File: src/rtl/io_pkg.sv
// Shared constants for the board-I/O slave: register offsets and bus width.
package io_pkg;
    localparam int BUS_W = 32;

    localparam logic [4:0] ADDR_LED      = 5'h00;
    localparam logic [4:0] ADDR_DIP      = 5'h04;
    localparam logic [4:0] ADDR_DATA     = 5'h08;
    localparam logic [4:0] ADDR_CHG      = 5'h0C;
    localparam logic [4:0] ADDR_CYCLES   = 5'h10;
    localparam logic [4:0] ADDR_IRQ_MASK = 5'h14;

    // Byte offset with the sub-word bits dropped.
    function automatic logic [4:0] word_off(input logic [4:0] addr);
        return {addr[4:2], 2'b00};
    endfunction
endpackage

File: src/rtl/mmio_board_io_if.sv
// Core data-bus port of the board-I/O slave; one request, one READY pulse.
interface mmio_board_io_if;
    import io_pkg::*;
    logic             BUS_REQ;
    logic             BUS_WE;
    logic [4:0]       BUS_ADDR;
    logic [BUS_W-1:0] BUS_WDATA;
    logic [BUS_W-1:0] BUS_RDATA;
    logic             BUS_READY;

    modport master (output BUS_REQ, BUS_WE, BUS_ADDR, BUS_WDATA, input BUS_RDATA, BUS_READY);
    modport slave  (input BUS_REQ, BUS_WE, BUS_ADDR, BUS_WDATA, output BUS_RDATA, BUS_READY);
endinterface

File: src/rtl/dip_debounce.sv
// Two-flop synchroniser plus whole-vector debounce; stable follows raw after 2+DEBOUNCE_CYCLES edges.
module dip_debounce #(
    parameter int DEBOUNCE_CYCLES = 16,
    parameter int DIP_W           = 7
) (
    input  logic             CLK,
    input  logic             RESET,
    input  logic [DIP_W-1:0] raw,
    output logic [DIP_W-1:0] stable,
    output logic             change_pulse
);
    localparam logic [15:0] LAST = 16'(DEBOUNCE_CYCLES - 1);

    logic [DIP_W-1:0] r_sync1, r_sync2, r_stable;
    logic [15:0]      r_cnt;
    logic             w_differ;

    assign w_differ     = (r_sync2 != r_stable);
    assign change_pulse = w_differ && (r_cnt == LAST);
    assign stable       = r_stable;

    always_ff @(posedge CLK or posedge RESET) begin
        if (RESET) begin
            r_sync1  <= '0;
            r_sync2  <= '0;
            r_stable <= '0;
            r_cnt    <= '0;
        end else begin
            r_sync1 <= raw;
            r_sync2 <= r_sync1;
            if (change_pulse) begin
                r_stable <= r_sync2;
                r_cnt    <= '0;
            end else if (w_differ) begin
                r_cnt <= r_cnt + 16'd1;
            end else begin
                r_cnt <= '0;
            end
        end
    end
endmodule

File: src/rtl/mmio_board_io.sv
// Board-I/O MMIO slave: LED/DATA/CYCLES registers, debounced DIP, change flag.
// MMIO_BOARD_IO_DIP_IRQ_EN adds the DIP_IRQ output and the IRQ_MASK register.
module mmio_board_io
    import io_pkg::*;
#(
    parameter int DEBOUNCE_CYCLES = 16,
    parameter int DIP_W           = 7,
    parameter int LED_W           = 16
) (
    input  logic             CLK,
    input  logic             RESET,
    input  logic [DIP_W-1:0] DIP,
    mmio_board_io_if.slave   bus,
    output logic [LED_W-1:0] LED,
    output logic [BUS_W-1:0] DATA
`ifdef MMIO_BOARD_IO_DIP_IRQ_EN
    ,output logic            DIP_IRQ
`endif
);
    localparam logic [0:0] S_IDLE = 1'b0;
    localparam logic [0:0] S_RESP = 1'b1;

    logic [0:0]       r_state;
    logic [BUS_W-1:0] r_rdata, r_data, r_cycles;
    logic [LED_W-1:0] r_led;
    logic             r_chg;
    logic [DIP_W-1:0] w_dip_stable;
    logic             w_chg_set, w_accept, w_wr, w_unused;
    logic [4:0]       w_off;
    logic [BUS_W-1:0] w_rd_val;

    dip_debounce #(.DEBOUNCE_CYCLES(DEBOUNCE_CYCLES), .DIP_W(DIP_W)) u_dip (
        .CLK         (CLK),
        .RESET       (RESET),
        .raw         (DIP),
        .stable      (w_dip_stable),
        .change_pulse(w_chg_set)
    );

    assign w_accept = bus.BUS_REQ && (r_state == S_IDLE);
    assign w_wr     = w_accept && bus.BUS_WE;
    assign w_off    = word_off(bus.BUS_ADDR);
    assign w_unused = ^bus.BUS_ADDR[1:0];

`ifdef MMIO_BOARD_IO_DIP_IRQ_EN
    logic r_irq_mask, r_chg_q;

    always_ff @(posedge CLK or posedge RESET) begin
        if (RESET) begin
            r_irq_mask <= 1'b0;
            r_chg_q    <= 1'b0;
        end else begin
            r_chg_q <= r_chg;
            if (w_wr && w_off == ADDR_IRQ_MASK) r_irq_mask <= bus.BUS_WDATA[0];
        end
    end

    assign DIP_IRQ = r_chg_q & r_irq_mask;
`endif

    always_comb begin
        w_rd_val = '0;
        case (w_off)
            ADDR_LED:      w_rd_val[LED_W-1:0] = r_led;
            ADDR_DIP:      w_rd_val[DIP_W-1:0] = w_dip_stable;
            ADDR_DATA:     w_rd_val = r_data;
            ADDR_CHG:      w_rd_val[0] = r_chg;
            ADDR_CYCLES:   w_rd_val = r_cycles;
`ifdef MMIO_BOARD_IO_DIP_IRQ_EN
            ADDR_IRQ_MASK: w_rd_val[0] = r_irq_mask;
`endif
            default:       w_rd_val = '0;
        endcase
    end

    always_ff @(posedge CLK or posedge RESET) begin
        if (RESET) begin
            r_state  <= S_IDLE;
            r_rdata  <= '0;
            r_led    <= '0;
            r_data   <= '0;
            r_chg    <= 1'b0;
            r_cycles <= '0;
        end else begin
            r_state <= w_accept ? S_RESP : S_IDLE;
            if (w_accept) r_rdata <= w_rd_val;
            if (w_wr && w_off == ADDR_LED)  r_led  <= bus.BUS_WDATA[LED_W-1:0];
            if (w_wr && w_off == ADDR_DATA) r_data <= bus.BUS_WDATA;
            if (w_wr && w_off == ADDR_CYCLES) r_cycles <= bus.BUS_WDATA;
            else                              r_cycles <= r_cycles + 32'd1;
            // A debounce event in the same cycle as a W1C keeps the flag set.
            if (w_chg_set)                                         r_chg <= 1'b1;
            else if (w_wr && w_off == ADDR_CHG && bus.BUS_WDATA[0]) r_chg <= 1'b0;
        end
    end

    assign bus.BUS_READY = (r_state == S_RESP);
    assign bus.BUS_RDATA = (r_state == S_RESP) ? r_rdata : '0;
    assign LED           = r_led;
    assign DATA          = r_data;
endmodule

File: src/flat_wrapper.sv
// flat-port wrapper written by rule: the top's interface ports become plain ports
module mmio_board_io_flat import io_pkg::*;
#(
    parameter int DEBOUNCE_CYCLES = 16,
    parameter int DIP_W           = 7,
    parameter int LED_W           = 16
)
  (CLK, RESET, DIP, LED, DATA, bus_BUS_REQ, bus_BUS_WE, bus_BUS_ADDR, bus_BUS_WDATA, bus_BUS_RDATA, bus_BUS_READY);
  mmio_board_io_if bus_i ();
  input  logic CLK;
  input  logic RESET;
  input  logic [DIP_W-1:0] DIP;
  output logic [LED_W-1:0] LED;
  output logic [BUS_W-1:0] DATA;
  input wire logic [$bits(bus_i.BUS_REQ)-1:0] bus_BUS_REQ;
  input wire logic [$bits(bus_i.BUS_WE)-1:0] bus_BUS_WE;
  input wire logic [$bits(bus_i.BUS_ADDR)-1:0] bus_BUS_ADDR;
  input wire logic [$bits(bus_i.BUS_WDATA)-1:0] bus_BUS_WDATA;
  output wire logic [$bits(bus_i.BUS_RDATA)-1:0] bus_BUS_RDATA;
  output wire logic [$bits(bus_i.BUS_READY)-1:0] bus_BUS_READY;
  assign bus_i.BUS_REQ = bus_BUS_REQ;
  assign bus_i.BUS_WE = bus_BUS_WE;
  assign bus_i.BUS_ADDR = bus_BUS_ADDR;
  assign bus_i.BUS_WDATA = bus_BUS_WDATA;
  assign bus_BUS_RDATA = bus_i.BUS_RDATA;
  assign bus_BUS_READY = bus_i.BUS_READY;
  mmio_board_io #(.DEBOUNCE_CYCLES(DEBOUNCE_CYCLES), .DIP_W(DIP_W), .LED_W(LED_W)) u_core (.CLK(CLK), .RESET(RESET), .DIP(DIP), .bus(bus_i), .LED(LED), .DATA(DATA));
endmodule
File: config.mk
export PLATFORM = sky130hd
export DESIGN_NAME = mmio_board_io_flat
export DESIGN_NICKNAME = d
export VERILOG_FILES = /design/src/rtl/io_pkg.sv /design/src/rtl/mmio_board_io_if.sv /design/src/rtl/dip_debounce.sv /design/src/rtl/mmio_board_io.sv /design/src/flat_wrapper.sv
export SDC_FILE = /design/constraint.sdc
export NUM_CORES = 1
export LEC_CHECK = 0
export ABC_AREA = 1
export CAP_MARGIN = 25
export CORE_MARGIN = 2
export CORE_UTILIZATION = 40
export CTS_CLUSTER_SIZE = 40
export DETAILED_ROUTE_END_ITERATION = 12
export SETUP_SLACK_MARGIN = 0.05
export SYNTH_ARGS = -nofsm -noshare
export SYNTH_HDL_FRONTEND = slang
export SYNTH_SLANG_ARGS = --single-unit
File: constraint.sdc
create_clock -name CLK -period 6.81 [get_ports CLK]
set_clock_uncertainty 0.2 [all_clocks]
set_input_delay 1.362 -clock CLK [delete_from_list [all_inputs] [get_ports CLK]]
set_output_delay 1.362 -clock CLK [all_outputs]
set_load 0.02 [all_outputs]
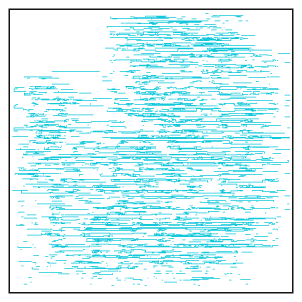
*Met1 routing, run 1*
Scale: 2 px per um.
nets with wire on the layer: 1049
share of all routed wire: 49%
wire length on this layer: 9660 um
longest straight run: 56.6 um
met1 usage: 0.302
total number of vias: 6429
final wirelength: 19600 um

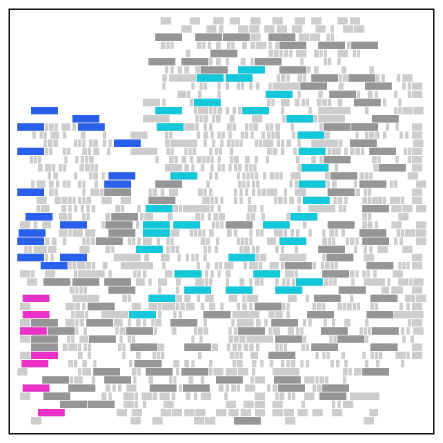
*Where the registers sit, run 1*
Scale: 3 px per um. Other sequential cells in the stronger grey, the rest of the logic in the fainter grey.
legend:
  u_core.u_dip.r_cnt:
    colour: blue
    sequential_cells: 16
  u_core.r_cycles:
    colour: cyan
    sequential_cells: 32
  u_core.u_dip.r_sync1:
    colour: magenta
    sequential_cells: 7
    where: bottom left
not coloured: 96
Reg area: 0.00378 sq mm
sequential cell area share: 0.394
seq pwr: 0.00129 W

==> results.tsv, run 1 <==
stage	metric	value	unit
run_status	outcome	complete, no violations	
min_path	holdCritStartpoint	u_core.u_dip.r_sync1[0]$_DFF_PP0_	
layout	clock_buffers	17	
placed_design	place.gp.congestion	0.874	
layout	buffers_excl_clock	132	
global_route	overflow	0	
synthesis	yosys-top-cells-count	nand2_1, dfrtp_1, inv_1	
placed_design	place_ws	2.49	ns
clock_network	postCtsSetupBuffers	0	
synthesis	ys_cells	989	
layout	area_share_nonclk_buffers	0.140	
layout	fin_util	0.516	
layout	stdcell_area	0.00959	sq mm
layout	nFlopsAndLatches	151	
power	power_frac_comb	0.237	
final_timing	drv_slew	0	
layout	logic_gate_count	697	
final_timing	finalSetupViolations	0	
synthesis	largest_area_cell	dfrtp_1	
layout	num-fill-cells	1831	
power	power-top-group	registers	
final_timing	clock.fmax	258	MHz
layout	nets	1155	
clock_network	cts-hold-fix-buffers	0	
synthesis	edf_count	0	
critical_path	max_stage_delay	0.65	ns
synthesis	synth.area.top_cells	dfrtp_1, nand2_1, inv_1	
critical_path	worst_path_max_delay_cell	nand2_2	
clock_network	ctsResizeCount	0	
critical_path	critPathLaunch	bus_BUS_REQ	
critical_path	cp.arrival	4.00	ns
critical_path	required	6.93	ns
clock_network	clk_pin_slew_worst_paths	0.07	ns
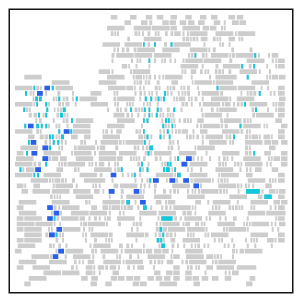
*Logic cells by family, run 1*
Scale: 2 px per um.
legend:
  nor cells:
    colour: cyan
    cells: 101
  xor and xnor cells:
    colour: blue
    cells: 26
Non-Filler Instances: 1352
logic share of the area: 0.327

[run 1: metal layers]
| metal | global-route usage | part of all wire | vias to the layer above |
|---|---|---|---|
| li1 | - | - | 3314 |
| met1 | 0.302 | 0.49 | 2938 |
| met4 | 0.0679 | 0.016 | 0 |
| met3 | 0.0370 | 0.047 | 25 |
| met2 | 0.316 | 0.44 | 152 |
| met5 | 0 | 0 | - |
[run 1: flip-flops by register name (all words and copies together), names as in the netlist]
name and flops:
u_core.r_cycles 32, u_core.r_rdata 32, u_core.bus.BUS_READY 1, u_core.LED 16, u_core.u_dip.r_sync1 7, u_core.u_dip.r_cnt 16, u_core.u_dip.stable 7, u_core.DATA 32
u_core.u_dip.r_sync2 7, u_core.r_chg 1
### Zoomed window, run 1

Region (93, 93) to (118, 118) um. Cells in grey, sequential cells in the stronger grey; small squares are vias.
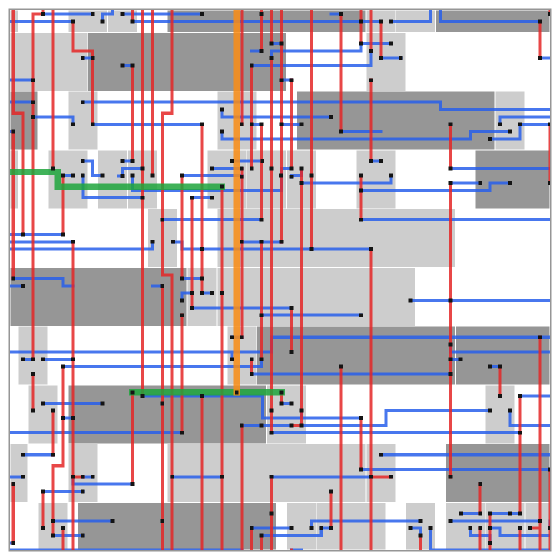

## Run 2: what changed since run 1
==> constraint.sdc (replaced) <==
create_clock -name CLK -period 3.6 [get_ports CLK]
set_clock_uncertainty 0.2 [all_clocks]
set_input_delay 0.72 -clock CLK [delete_from_list [all_inputs] [get_ports CLK]]
set_output_delay 0.72 -clock CLK [all_outputs]
set_load 0.02 [all_outputs]
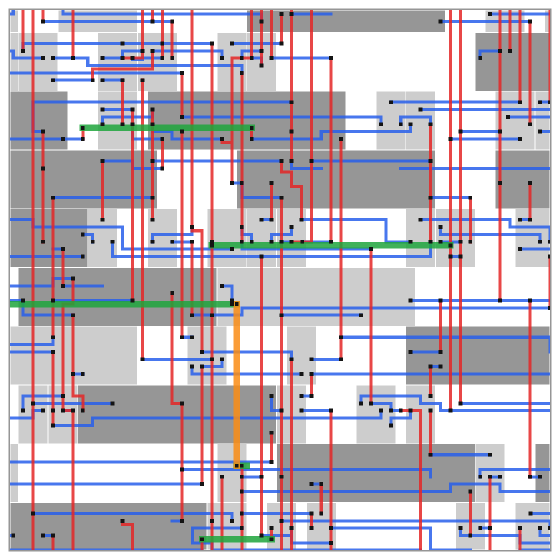
*Zoomed window, run 2*
Region (93, 93) to (118, 118) um. Cells in grey, sequential cells in the stronger grey; small squares are vias.
legend:
  M1:
    colour: blue
  M2:
    colour: red
  M3:
    colour: green
  M4:
    colour: orange
netlist names of flops here include: u_core.DATA (3), u_core.r_cycles (3), u_core.r_rdata (2)
cells with their middle in the window: 41
most frequent: nand2_1 (17), a21oi_1 (8), dfrtp_1 (8)
sequential cells in the window: 8

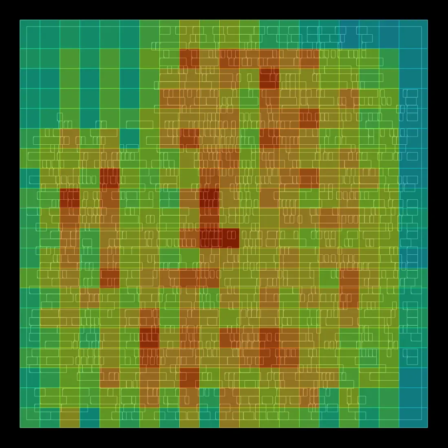
*Routing congestion map, run 2*
utilization after layout: 0.521
All-Layer GR Usage: 0.210

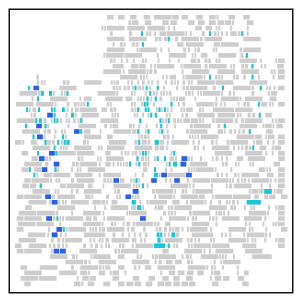
*Logic cells by family, run 2*
Scale: 2 px per um.
legend:
  nor cells:
    colour: cyan
    cells: 101
  xor and xnor cells:
    colour: blue
    cells: 26
logic share of the area: 0.324
Top cell excl fill/tap: nand2_1

==> results.tsv, run 2 <==
stage	metric	value	unit	change
layout	seq_area	0.00378	sq mm	unchanged
layout	clock_buffers	17		unchanged
critical_path	worst_path_max_delay_cell	clkdlybuf4s50_1		
final_timing	drv_slew	0		unchanged
layout	fin_cells	1360		+0.59%
layout	nets	1163		+0.69%
placed_design	place_ws	0.619	ns	-1.87 ns
layout	stdcell_area	0.00967	sq mm	+0.89%
placed_design	place.gp.congestion	0.914		+4.6%
clock_network	clk_pin_slew_worst_paths	0.07	ns	about the same
global_route	grt_use_met3	0.0435		+0.00645
synthesis	largest_area_cell	dfrtp_1		
clock_network	ctsResizeCount	0		unchanged
critical_path	required	2.68	ns	-4.25 ns
clock_network	cts-hold-fix-buffers	0		unchanged
power	power-top-group	registers		
layout	logic_gate_count	697		unchanged
detailed_routing	vias	6557		+2.0%
clock_network	postCtsSetupBuffers	0		unchanged
global_route	use_met2	0.327		+0.0103
global_route	overflow	0		unchanged
detailed_routing	drt_wl_total	19600	um	about the same
layout	num-fill-cells	1870		+2.1%
critical_path	max_stage_delay	0.59	ns	-0.06 ns
run_status	outcome	complete, no violations		
final_timing	clock.fmax	360	MHz	
layout	nFlopsAndLatches	151		unchanged
global_route	busiest_layer	met2		
detailed_routing	top_layer_used	met4		
critical_path	cp.arrival	1.86	ns	-2.14 ns
detailed_routing	route.met2.wl	8960	um	+2.5%
synthesis	synth.area.top_cells	dfrtp_1, nand2_1, inv_1		
power	power_frac_comb	0.237		about the same
synthesis	ys_cells	989		unchanged
layout	buffers_excl_clock	140		+6.1%
synthesis	yosys-top-cells-count	nand2_1, dfrtp_1, inv_1		
layout	area_share_nonclk_buffers	0.147		+0.00679
power	powerSeq	0.00245	W	+90%
run 2: final timing paths:
path                       slack (ns)                              start                           endpoint
max                              0.82     u_core.bus.BUS_READY$_DFF_PP0_                  bus_BUS_RDATA[13]
min reg2reg                      0.15  u_core.u_dip.r_sync1[4]$_DFF_PP0_  u_core.u_dip.r_sync2[4]$_DFF_PP0_
min                              0.15  u_core.u_dip.r_sync1[4]$_DFF_PP0_  u_core.u_dip.r_sync2[4]$_DFF_PP0_
max reg2reg                      1.15     u_core.bus.BUS_READY$_DFF_PP0_       u_core.r_cycles[5]$_DFF_PP0_
max in group asynchronous        1.92                              RESET  u_core.u_dip.r_sync1[5]$_DFF_PP0_
min in group asynchronous        0.52                              RESET      u_core.r_rdata[4]$_DFFE_PP0N_
### Met1 routing, run 2

Scale: 2 px per um.
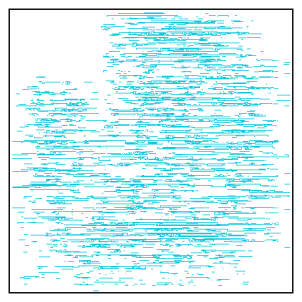

## Run 3: what changed since run 2
--- a/config.mk
+++ b/config.mk
@@ -11,6 +11,7 @@
 export CORE_UTILIZATION = 40
 export CTS_CLUSTER_SIZE = 40
 export DETAILED_ROUTE_END_ITERATION = 12
+export PLACE_DENSITY = 0.66
 export SETUP_SLACK_MARGIN = 0.05
 export SYNTH_ARGS = -nofsm -noshare
 export SYNTH_HDL_FRONTEND = slang
==> constraint.sdc (replaced) <==
create_clock -name CLK -period 2.4 [get_ports CLK]
set_clock_uncertainty 0.2 [all_clocks]
set_input_delay 0.48 -clock CLK [delete_from_list [all_inputs] [get_ports CLK]]
set_output_delay 0.48 -clock CLK [all_outputs]
set_load 0.02 [all_outputs]
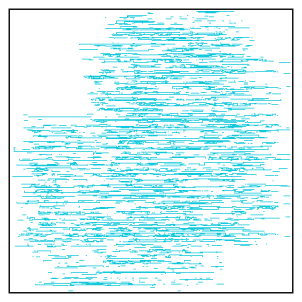
*Met1 routing, run 3*
Scale: 2 px per um.
nets with wire on the layer: 1057
main direction: horizontal
longest straight run: 58.9 um
wire length on this layer: 9890 um
share of all routed wire: 48%
total number of vias: 6642
met1 usage: 0.314
final wirelength: 20600 um

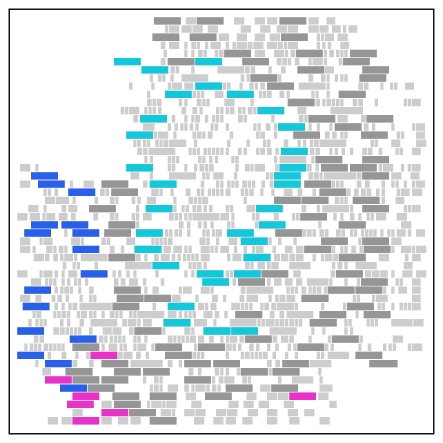
*Where the registers sit, run 3*
Scale: 3 px per um. Other sequential cells in the stronger grey, the rest of the logic in the fainter grey.
legend:
  u_core.u_dip.r_sync1:
    colour: magenta
    sequential_cells: 7
    where: bottom left
  u_core.r_cycles:
    colour: cyan
    sequential_cells: 32
  u_core.u_dip.r_cnt:
    colour: blue
    sequential_cells: 16
not coloured: 96
utilization after layout: 0.523
seq pwr: 0.00369 W
Reg area: 0.00378 sq mm

==> results.tsv, run 3 <==
stage	metric	value	unit	change
clock_network	clk_pin_slew_worst_paths	0.06	ns	about the same
layout	fin_cells	1366		+0.44%
layout	lay_top_count	nand2_1		
critical_path	reg2reg_slack	0.44	ns	-0.71 ns
placed_design	place.gp.congestion	0.924		+1.0%
placed_design	place_ws	0.0914	ns	-0.528 ns
global_route	busiest_layer	met2		
detailed_routing	route.met2.wl	9360	um	+4.5%
power	power-top-group	registers		
synthesis	largest_area_cell	dfrtp_1		
synthesis	yosys-top-cells-count	nand2_1, dfrtp_1, inv_1		
global_route	overflow	0		unchanged
clock_network	cts-hold-fix-buffers	0		unchanged
synthesis	ys_cells	989		unchanged
clock_network	postCtsSetupBuffers	0		unchanged
critical_path	worst_path_max_delay_cell	clkdlybuf4s50_1		
critical_path	critPathLaunch	u_core.bus.BUS_READY$_DFF_PP0_		
global_route	use_met2	0.328		+0.00180
global_route	grtUsageTotal	0.214		+0.00418
run_status	outcome	complete, no violations		
critical_path	required	1.72	ns	-0.96 ns
layout	nets	1169		+0.52%
critical_path	r2r_start	u_core.r_cycles[0]$_DFF_PP0_		
global_route	grt_use_met3	0.0435		unchanged
clock_network	ctsResizeCount	29		+29
critical_path	endpoint	bus_BUS_RDATA[5]		
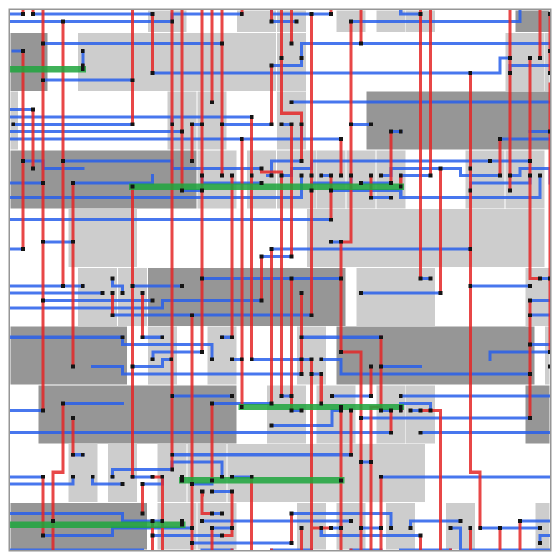
*Zoomed window, run 3*
Region (93, 93) to (118, 118) um. Cells in grey, sequential cells in the stronger grey; small squares are vias.
legend:
  M1:
    colour: blue
  M2:
    colour: red
  M3:
    colour: green
netlist names of flops here include: u_core.DATA (3), u_core.r_cycles (2), u_core.r_rdata (2)
sequential cells in the window: 7
cells with their middle in the window: 45
most frequent: nand2_1 (17), a21oi_1 (9), dfrtp_1 (7)

[run 3: cell counts after synthesis]
Identical to the previous run, type by type.
[run 3: area by class of cell]
class | instances | area [sq um] | share of cell area
multi-input combinational | 697 | 3140 | 0.323
clock buffer | 17 | 425 | 0.0438
tap | 234 | 293 | 0.0301
timing repair buffer | 146 | 1450 | 0.150
clock inverter | 15 | 228 | 0.0234
sequential | 151 | 3780 | 0.389
inverter | 106 | 404 | 0.0416
[run 3: stage by stage]
stage	area, sq um	utilization	total power [W]
after floorplan	7510	-	0.00482
after global placement	9100	0.490	0.00572
after detailed placement	9100	0.490	0.00577
after CTS	9720	0.523	0.00873
after global routing	9720	0.523	0.00914
final	9720	0.523	0.00867
No activity file was given, so power comes from the tool's default toggle rates.
